`config.mk`:
```
export PLATFORM = sky130hd
export DESIGN_NAME = me_search_ctrl
export DESIGN_NICKNAME = d
export VERILOG_FILES = /design/src/rtl/me_search_ctrl.sv
export SDC_FILE = /design/constraint.sdc
export NUM_CORES = 1
export LEC_CHECK = 0
export ABC_CLOCK_PERIOD_IN_PS = 2500
export CAP_MARGIN = 15
export CELL_PAD_IN_SITES_DETAIL_PLACEMENT = 0
export CELL_PAD_IN_SITES_GLOBAL_PLACEMENT = 2
export CORE_ASPECT_RATIO = 0.5
export CORE_UTILIZATION = 28
export DETAILED_ROUTE_END_ITERATION = 12
export PLACE_DENSITY_LB_ADDON = 0.1
export SYNTH_ARGS = -nofsm -noshare
export SYNTH_HDL_FRONTEND = slang
export SYNTH_SLANG_ARGS = --single-unit
```
`constraint.sdc`:
```
create_clock -name clk -period 2.5 [get_ports clk]
set_clock_uncertainty 0.1 [all_clocks]
set_input_delay 0.25 -clock clk [delete_from_list [all_inputs] [get_ports clk]]
set_output_delay 0.25 -clock clk [all_outputs]
set_load 0.02 [all_outputs]
```
`src/rtl/me_search_ctrl.sv`:
```
// Full-search motion-estimation sequencer: walks the vertical offsets of one
// search window, strobing the comparator per row and capturing the winning MV.
module me_search_ctrl #(
  parameter int ROWS    = 16,
  parameter int ROW_W   = 4,
  parameter int TIMEOUT = 255
) (
  input  logic             clk,
  input  logic             rst,
  input  logic             start,
  output logic             busy,
  output logic             done,
  output logic             err,
  output logic             row_req,
  output logic [ROW_W-1:0] row_idx,
  input  logic             row_valid,
  output logic             compare,
  output logic [ROW_W-1:0] mv_vertical,
  input  logic [3:0]       cmp_mvx,
  input  logic [3:0]       cmp_mvy,
  output logic [3:0]       mvx_out,
  output logic [3:0]       mvy_out,
  output logic [15:0]      blk_count
);

  localparam int TMO_W = $clog2(TIMEOUT + 1);

  typedef enum logic [2:0] {IDLE, REQ, WAIT, CMP, FLUSH, DONE} state_t;

  state_t           state;
  logic [ROW_W-1:0] row_cnt;
  logic [TMO_W-1:0] tmo_cnt;

  // Row index and comparator offset both track the row counter, which only
  // moves on the CMP->REQ edge and is therefore stable from REQ through CMP.
  assign row_idx     = row_cnt;
  assign mv_vertical = row_cnt;

  always_ff @(posedge clk) begin
    if (rst) begin
      state     <= IDLE;
      row_cnt   <= '0;
      tmo_cnt   <= '0;
      busy      <= 1'b0;
      done      <= 1'b0;
      err       <= 1'b0;
      row_req   <= 1'b0;
      compare   <= 1'b0;
      mvx_out   <= '0;
      mvy_out   <= '0;
      blk_count <= '0;
    end else begin
      // NOTE: non-blocking throughout; strobes default low so each is set only
      // on the transition into its own state and lasts exactly one cycle.
      row_req <= 1'b0;
      compare <= 1'b0;
      done    <= 1'b0;
      case (state)
        IDLE: begin
          if (start) begin
            state   <= REQ;
            busy    <= 1'b1;
            row_req <= 1'b1;
            row_cnt <= '0;
            err     <= 1'b0;
          end
        end
        REQ: begin
          state   <= WAIT;
          tmo_cnt <= '0;
        end
        WAIT: begin
          tmo_cnt <= tmo_cnt + 1'b1;
          // A valid row wins over a timeout landing in the same cycle.
          if (row_valid) begin
            state   <= CMP;
            compare <= 1'b1;
          end else if (tmo_cnt == TMO_W'(TIMEOUT - 1)) begin
            state <= DONE;
            done  <= 1'b1;
            err   <= 1'b1;
          end
        end
        CMP: begin
          if (row_cnt == ROW_W'(ROWS - 1)) begin
            state <= FLUSH;
          end else begin
            state   <= REQ;
            row_req <= 1'b1;
            row_cnt <= row_cnt + 1'b1;
          end
        end
        FLUSH: begin
          // Comparator has registered the last row by now.
          mvx_out   <= cmp_mvx;
          mvy_out   <= cmp_mvy;
          blk_count <= blk_count + 1'b1;
          state     <= DONE;
          done      <= 1'b1;
        end
        DONE: begin
          state <= IDLE;
          busy  <= 1'b0;
        end
        default: begin
          state <= IDLE;
          busy  <= 1'b0;
        end
      endcase
    end
  end

endmodule

```
Figure 1. Clock wiring as the flow saved it.
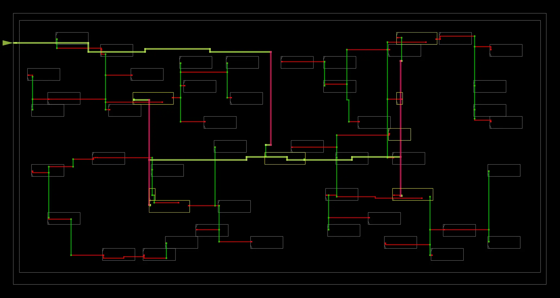
seq_cells: 44
number of CTS-inserted buffers: 5
CTS Sinks: 44
Late-Pin Clk Latency: 0.29 ns
Clk. pwr: 0.671 mW

Figure 2. Signal metal coverage by tile.
The die is cut into 24 by 12 equal tiles; white is low, dark blue is high, scaled to the fullest tile. Values are wire area over tile area, all layers added.
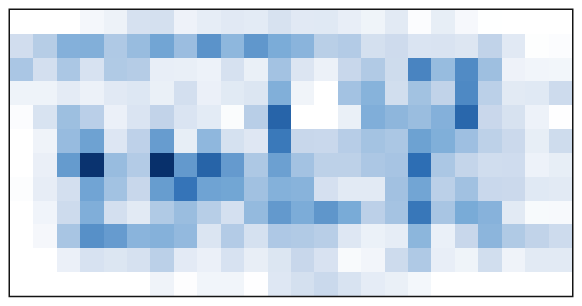
The mean over all tiles is 0.10. 11% of the tiles are over half the peak. 13% of the tiles are nearly empty. The fullest tile reaches 0.42.
final wirelength: 4860 um
Vias: 1789

Figure 3. Gate families picked out.
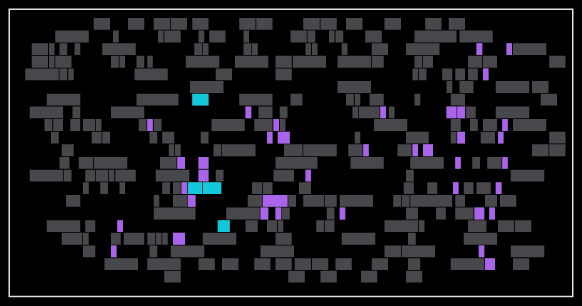
nor cells: drawn in purple, cells 38, most used nor2_1. non-inverting ao/oa cells: drawn in cyan, cells 4.

Figure 4. Pin placement.
Scale bar: 20 um. Pins as bars across the die edge, other pins in grey.
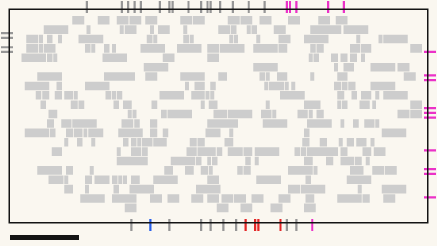
row_idx: drawn in red, pins 4, direction output, edge bottom. blk_count: drawn in magenta, pins 16, direction output, edge 10 right, 5 top, 1 bottom. compare: drawn in blue, pins 1, direction output, edge bottom.
All pins by edge: 21 top, 14 bottom, 10 right, 4 left.

==> reports/results.tsv <==
stage	metric	value	unit
logic_synthesis	adder share	0.0253	
cts	setup bufs post-CTS	0	
drt	DR top layer	met4	
final_timing	Slew headroom	0.624	
logic_synthesis	post-synthesis simple-gate area fraction	0.281	
final_timing	worst setup margin	0.401	ns
floorplanning	# Taps	92	
worst_setup_path	CP Data Required Time	2.58	ns
global_route	gr busiest metal	met2	
drt	Vias/cell	4.84	
outcome	status	finished clean	
logic_synthesis	Cell Type Count	48	
logic_synthesis	Nets at Floorplan	248	
layout	non-filler cells, final	370	
logic_synthesis	post-synthesis compound-gate area fraction	0.134	
layout	dominant logic cell type in the layout	clkdlybuf4s50_1	
cts	CTS tree	built	
logic_synthesis	Cell area leaders	dfxtp_1, nand2_1, a21oi_1	
global_route	total congestion overflow	0	
logic_synthesis	top cells by count, synth	dfxtp_1, nand2_1, nor2_1	
layout	Util after Layout	0.397	
logic_synthesis	Yosys Chip Area	1980	um^2
power_and_ir_drop	Max rail drop VDD	216	uV
logic_synthesis	Synth Seq Share	0.445	
floorplanning	Die X-Extent	121	um
final_timing	Final Max Tran Viols	0	
logic_synthesis	Mapped Cells	232	
worst_setup_path	CP top delay family	simple AND/OR/NAND/NOR gates	
final_timing	unrepaired setup endpoints after global routing	false	
run	total tool warning count	27	
layout	number of diodes	0	
layout	fillers	683	
drt	detailed-route wire length per cell	13.1	um
layout	Biggest register	blk_count	
drt	drt pass-1 iters	4	
logic_synthesis	syn avg cell area	8.53	um^2
power_and_ir_drop	Leak Pwr	0.901	nW
layout	logic share of the area	0.378	
floorplanning	Die H	61.5	um
worst_setup_path	max incr delay on CP	0.61	ns
worst_setup_path	crit path kind	reg2reg	
global_route	largest net degree at the start of global routing	17	
placement	number of port buffers	48	
logic_synthesis	post-synth top area cell	dfxtp_1	
floorplanning	I/O pin count	49	
global_route	initial antenna violation count	0	
worst_setup_path	Arr. time, crit path	2.18	ns
logic_synthesis	Mux area share	0.0221	
floorplanning	Pre-Place Util	0.293	
logic_synthesis	comb area leader	simple AND/OR/NAND/NOR gates	
layout	clk cell area share	0.0546	
logic_synthesis	Max-area cell share	0.445	
global_route	grt met1 use	0.171	
drt	M1 WL	2400	um
layout	Final Cell Area	2680	um^2
layout	Seq/total area	0.329	
drt	Detailed Route Iter0 Violations	91	
layout	max reg flops	16	
drt	DR WL met2	2170	um
cts	H-tree depth	2	
[path summary, 6_finish.rpt]
check | end | cells past startpoint | from | slack (ns)
setup / recovery | tmo_cnt[7]$_SDFFE_PP0P_ | 4 | state[1]$_SDFFE_PP0P_ | 0.40
hold / removal | mvy_out[2]$_SDFFE_PP0P_ | 2 | mvy_out[2]$_SDFFE_PP0P_ | 0.36
setup reg to reg | tmo_cnt[7]$_SDFFE_PP0P_ | 4 | state[1]$_SDFFE_PP0P_ | 0.40
hold reg to reg | mvy_out[2]$_SDFFE_PP0P_ | 2 | mvy_out[2]$_SDFFE_PP0P_ | 0.36
[power by group]
group	total [mW]	internal (mW)	switching (mW)
combinational	0.179	0.0822	0.0969
sequential	0.754	0.722	0.0315
clock	0.671	0.399	0.272
Power is estimated from default activity; no workload was simulated.
